--- src/rtl/instr_fetch_queue.sv ---
// ---------------------------------------------------------------------------
// instr_fetch_queue
//   Fetch back-end between PC generation and decode. Issues each accepted PC
//   to a synchronous instruction ROM (1-cycle read latency), buffers the
//   returned {instruction, PC} pairs in a DEPTH-entry FIFO and hands them to
//   decode over a valid/ready handshake. A flush discards queued and in-flight
//   fetches; pc_stall back-pressures the PC stage.
//
// Optional feature macro: IFQ_BYPASS_EN
//   When defined, a ROM response arriving into an empty queue with decode ready
//   is forwarded straight to the id_* outputs (latency T+1) without being
//   written to storage. When undefined, every entry passes through storage.
//
// Ports
//   clk, rst_n          clock, synchronous active-low reset
//   pc_in, pc_valid     PC to fetch and its valid
//   pc_stall            queue cannot take a request; PC stage holds pc_in
//   flush               redirect: drop queued and in-flight fetches
//   imem_req/imem_addr  ROM read strobe and word address
//   imem_rdata          ROM data, valid the cycle after imem_req
//   id_valid/id_ready   decode handshake
//   id_instr/id_pc      head entry
//   id_pc_plus4         id_pc + 4 (mod 2^32)
// ---------------------------------------------------------------------------
module instr_fetch_queue #(
  parameter int unsigned DEPTH  = 2,
  parameter int unsigned ADDR_W = 14
) (
  input  logic              clk,
  input  logic              rst_n,
  input  logic [31:0]       pc_in,
  input  logic              pc_valid,
  output logic              pc_stall,
  input  logic              flush,
  output logic              imem_req,
  output logic [ADDR_W-1:0] imem_addr,
  input  logic [31:0]       imem_rdata,
  output logic              id_valid,
  input  logic              id_ready,
  output logic [31:0]       id_instr,
  output logic [31:0]       id_pc,
  output logic [31:0]       id_pc_plus4
);

  localparam int unsigned PTR_W = $clog2(DEPTH);
  localparam int unsigned CNT_W = PTR_W + 1;
  localparam int unsigned OCC_W = CNT_W + 1;

  logic [31:0]      instr_mem [DEPTH];
  logic [31:0]      pc_mem    [DEPTH];
  logic [PTR_W-1:0] rd_ptr;
  logic [PTR_W-1:0] wr_ptr;
  logic [CNT_W-1:0] count;
  logic             inflight;
  logic [31:0]      inflight_pc;

  logic             bypass;
  logic             pop;
  logic             pop_q;
  logic             push;
  logic             issue;
  logic [OCC_W-1:0] occ;

  // Forwarding path: response lands in an empty queue while decode is ready.
`ifdef IFQ_BYPASS_EN
  assign bypass = (count == '0) & inflight & ~flush & id_ready;
`else
  assign bypass = 1'b0;
`endif

  // Decode-side view of the head entry.
  always_comb begin
    id_valid = 1'b0;
    id_instr = instr_mem[rd_ptr];
    id_pc    = pc_mem[rd_ptr];
    if (rst_n) id_valid = (count != '0) | bypass;
    if (bypass) begin
      id_instr = imem_rdata;
      id_pc    = inflight_pc;
    end
  end

  assign id_pc_plus4 = id_pc + 32'd4;

  // A bypassed entry is consumed without touching storage or count.
  assign pop   = id_valid & id_ready;
  assign pop_q = pop & ~bypass;
  assign push  = inflight & ~flush & ~bypass;

  // Credit check counts the in-flight fetch and this cycle's pop; combinational
  // from id_ready so a full queue being drained can still accept a request.
  assign occ      = OCC_W'(count) + OCC_W'(inflight) - OCC_W'(pop);
  assign pc_stall = rst_n & (occ >= OCC_W'(DEPTH));

  assign issue     = rst_n & pc_valid & ~pc_stall & ~flush;
  assign imem_req  = issue;
  assign imem_addr = pc_in[ADDR_W+1:2];

  // Queue state, pointers and in-flight tracking.
  always_ff @(posedge clk) begin
    if (!rst_n) begin
      rd_ptr      <= '0;
      wr_ptr      <= '0;
      count       <= '0;
      inflight    <= 1'b0;
      inflight_pc <= '0;
      for (int i = 0; i < DEPTH; i++) begin
        instr_mem[i] <= '0;
        pc_mem[i]    <= '0;
      end
    end else if (flush) begin
      rd_ptr   <= '0;
      wr_ptr   <= '0;
      count    <= '0;
      inflight <= 1'b0;
    end else begin
      if (push) begin
        instr_mem[wr_ptr] <= imem_rdata;
        pc_mem[wr_ptr]    <= inflight_pc;
        wr_ptr            <= wr_ptr + PTR_W'(1);
      end
      if (pop_q) rd_ptr <= rd_ptr + PTR_W'(1);
      count    <= count + CNT_W'(push) - CNT_W'(pop_q);
      inflight <= issue;
      if (issue) inflight_pc <= pc_in;
    end
  end

endmodule

--- config.mk ---
export PLATFORM = sky130hd
export DESIGN_NAME = instr_fetch_queue
export DESIGN_NICKNAME = d
export VERILOG_FILES = /design/src/rtl/instr_fetch_queue.sv
export SDC_FILE = /design/constraint.sdc
export NUM_CORES = 1
export LEC_CHECK = 0
export ABC_AREA = 1
export CORE_UTILIZATION = 40
export CTS_BUF_LIST = sky130_fd_sc_hd__clkbuf_16
export CTS_CLUSTER_DIAMETER = 60
export DETAILED_ROUTE_END_ITERATION = 16
export PLACE_DENSITY = 0.77
export SYNTH_ARGS = -nofsm -noshare
export SYNTH_HDL_FRONTEND = slang
export SYNTH_SLANG_ARGS = --single-unit
--- constraint.sdc ---
create_clock -name clk -period 3.7 [get_ports clk]
set_clock_uncertainty 0.15 [all_clocks]
set_input_delay 0.74 -clock clk [delete_from_list [all_inputs] [get_ports clk]]
set_output_delay 0.74 -clock clk [all_outputs]
set_load 0.01 [all_outputs]
Zoomed window:
The bar under the picture is 10 um long. Window x 23 to 48, y 23 to 48 um. Cells in gray, sequential cells in the stronger gray; small squares are vias.
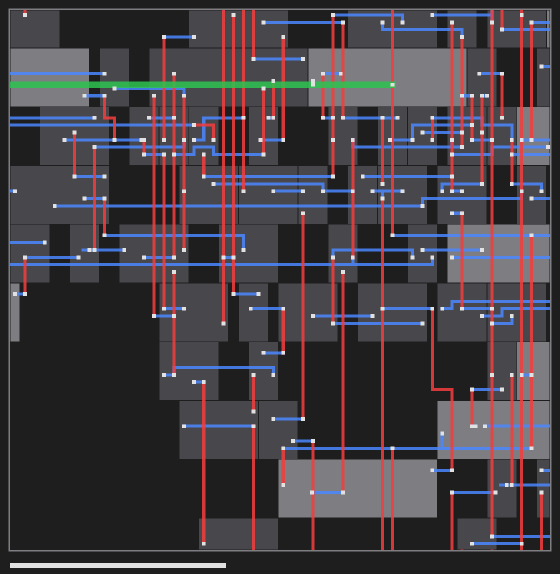
| color | layer |
|---|---|
| red | metal 2 |
| blue | metal 1 |
| green | metal 3 |
most frequent: nor2_1 (9), buf_4 (8), inv_1 (7)
cells with their middle in the window: 49
sequential cells in the window: 4

Congestion heat map:
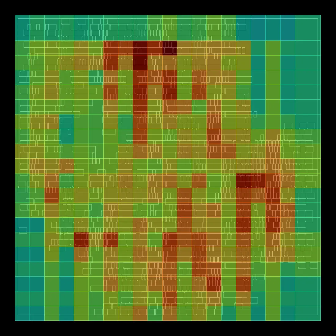
met1 GRT Util: 22.6%
wire length per cell after detailed routing: 13.8 um

==> results.py <==
# Synthesis and PnR figures
metrics = {
    "status": {
        "run_status": "finished, final reports clean",
    },
    "power": {
        "power.internal_w": 0.00318,
        "peakVddDrop_mv": 0.276,
        "power.share.combinational_pct": 9.8,
        "power.static_leakage_nw": 4.39,
        "power_frac_seq_pct": 49.7,
        "p_switching_w": 0.00105,
    },
    "worst_hold_path": {
        "hold-path-endpoint": "inflight_pc[3]",
        "min_delay_path_depth": 2,
        "min-delay-path-class": "reg2reg",
        "hp-start": "inflight_pc[3]",
    },
    "synth": {
        "floorplan.nets": 1012,
        "count_of_flip_flops_with_a_built_in_enable_after_synthesis": 128,
        "synth.avg_cell_area_um2": 8.49,
        "yosys_most_used_dff": "sky130_fd_sc_hd__edfxtp_1",
        "async_flop_share_pct": 0,
        "netlist_area_mm2": 0.00796,
        "syn-instance-count": 938,
        "synth-seq-cells": 166,
        "yosys.cell_types.count": 26,
        "yosys_warnings": 0,
        "synth.yosys.num_cells": 938,
        "netlist.top_cell.by_area": "sky130_fd_sc_hd__edfxtp_1",
        "synth.most_common_cell": "sky130_fd_sc_hd__nand2_1",
        "yosys.area.top_type_share_pct": 48.3,
        "synth_seq_share_pct": 57.8,
        "synthTopCellsByArea": "sky130_fd_sc_hd__edfxtp_1 48%, sky130_fd_sc_hd__nand2_1 15%, sky130_fd_sc_hd__dfxtp_1 9.6%",
    },
    "clock_network": {
        "cts.sink_count": 166,
        "post-cts-setup-buffer-count": 1,
        "clockRootBuffer": "sky130_fd_sc_hd__clkbuf_16",
        "post_cts_resize_count": 14,
        "clk_pin_slew_worst_paths_ps": 70,
        "worstSkewPairLatency_ps": 430,
        "tritoncts.num_buffers": 17,
        "cts_tree": "built",
        "hold_buffer_count_at_cts": 0,
        "cts.path.max_buffers": 2,
    },
    "final_layout": {
        "area_growth_pct": 34.1,
        "final_design_area_no_fill_mm2": 0.0107,
        "n_fill_cell": 1722,
        "antenna-diode-count": 0,
        "nNetsFinal": 1182,
    },
    "placed_design": {
        "placement.io_buffers": 181,
        "dp_hpwl_mm": 13.4,
        "finalWeightedCongestion": 0.856,
        "place_area_mm2": 0.0100,
        "detailedPlace.worstSlack_ps": -565,
    },
    "worst_setup_path": {
        "max_stage_delay_ps": 390,
        "critPathSlowestCell": "sky130_fd_sc_hd__clkdlybuf4s50_1",
        "critPathMaxFanout": 2,
        "cp.arrival_ps": 2670,
        "worst_r2r_endpoint": "inflight_pc[11]",
        "critPathLaunch": "id_ready",
        "worstSetupStartpointType": "primary input",
        "critPathCaptureType": "output pin",
        "timing.critical_path.mode_cell": "sky130_fd_sc_hd__nand2_1",
    },
    "final_timing": {
        "clock.fmax_mhz": 281,
        "finalCritPeriodShare_pct": 96.2,
        "whs_ps": 327,
        "relative_slew_slack_pct": 49.9,
        "timing.final.ws_setup_ps": 139,
        "setup_repair_after_global_routing_missed_its_margin": "true",
        "totalNegativeSetupSlack_ps": 0,
        "timing_max_transition_violations_final": 0,
        "hold_violations": 0,
    },
    "drt": {
        "first_iter_violations": 417,
        "vias": 6322,
        "detail_route.vias_per_cell": 4.56,
        "ant_nets": 0,
        "detail_route.drc_violations": 0,
    },
    "die": {
        "num_io_pins": 182,
        "floorplan.rows": 51,
        "floorplan.core_util_pct": 40.9,
        "core-area_mm2": 0.0195,
    },
    "grt": {
        "grt_pass1_wl_mm": 29.8,
        "track_usage_pct": 19.2,
        "first_global_vias": 6057,
    },
    "flow_run": {
        "maxCapViolCount": 0,
        "tool_warnings": 27,
    },
}
## worst max-delay path: cells and delay by family
family	cells	cell delay, ps
adders and majority gates	2	650
buffers and inverters	3	570
and+or+nand+nor	5	550
xor gates and xnor gates	1	160
## metal layers
metal  wire (um)  global-route usage (%)
met5          13                       0
met4         356                    6.73
met1        7880                    22.6
met3        1090                    4.36
met2        9840                    34.0
## through the flow
stage / utilization [%] / instances
after floorplan: - / 938
after global placement: 51.5 / 1350
after detailed placement: 51.5 / 1350
after CTS: 54.6 / 1383
after global routing: 54.9 / 1386
final: 54.9 / 1386
## cell type report
class	count	area (um^2)	share of cell area (%)
clock buffer	17	425	3.98
inverter	104	398	3.73
clock inverter	15	155	1.45
sequential	166	4610	43.2
timing repair buffer	205	2070	19.4
multi-input combinational	614	2690	25.2
tap	265	332	3.11
## sequential cells by signal, summed over array words and instances (netlist names), named ones only
signal / count
wr_ptr: 1
inflight_pc: 32
pc_mem: 64
inflight: 1
count: 2
instr_mem: 64
rd_ptr: 1
## worst max path at each step
stage                 endpoint  cells past startpoint
2_1_floorplan         imem_req                     13
3_3_place_gp          imem_req                     12
3_5_place_dp          imem_req                     12
4_1_cts        id_pc_plus4[18]                     10
5_1_grt               imem_req                     11
6_report              imem_req                     11
## cells in the final DEF, fill, tap and decap left out, types with 2 or more instances in the layout
cell                              instances
sky130_fd_sc_hd__dfxtp_1                 37
sky130_fd_sc_hd__nand2_2                 30
sky130_fd_sc_hd__nand3_1                 13
sky130_fd_sc_hd__inv_1                  100
sky130_fd_sc_hd__ha_1                     4
sky130_fd_sc_hd__xor2_1                  12
sky130_fd_sc_hd__o21ai_0                 33
sky130_fd_sc_hd__inv_8                    7
sky130_fd_sc_hd__nand2_4                  2
sky130_fd_sc_hd__edfxtp_1               128
sky130_fd_sc_hd__buf_12                   5
sky130_fd_sc_hd__nor2_4                   6
sky130_fd_sc_hd__nor2_1                 167
sky130_fd_sc_hd__inv_2                    3
sky130_fd_sc_hd__clkdlybuf4s50_1        176
sky130_fd_sc_hd__inv_6                    3
sky130_fd_sc_hd__or2_2                    3
sky130_fd_sc_hd__buf_4                   17
sky130_fd_sc_hd__xnor2_1                  6
sky130_fd_sc_hd__clkinvlp_4               2
sky130_fd_sc_hd__clkbuf_16               17
sky130_fd_sc_hd__nand2_1                321
sky130_fd_sc_hd__buf_8                    2
sky130_fd_sc_hd__dlymetal6s2s_1           2
sky130_fd_sc_hd__nor2_2                  12
sky130_fd_sc_hd__clkinv_8                 2
## power groups by stage
| stage | clock [W] | combinational [W] | sequential, W |
|---|---|---|---|
| after floorplan | 0 | 0.000182 | 0.00214 |
| after global placement | 0 | 0.000408 | 0.00214 |
| after detailed placement | 0 | 0.000414 | 0.00214 |
| after CTS | 0.00174 | 0.000416 | 0.00210 |
| after global routing | 0.00182 | 0.000449 | 0.00211 |
| final | 0.00172 | 0.000413 | 0.00210 |
## cells by family after synthesis
| kind of cell | synth area share [%] |
|---|---|
| AOI/OAI and AO/OA | 2.31 |
| xor gates and xnor gates | 1.98 |
| adders and majority gates | 0.880 |
| buffers and inverters | 8.82 |
| DFF | 57.8 |
| and+or+nand+nor | 28.2 |
Power and IR drop assume default switching activity.
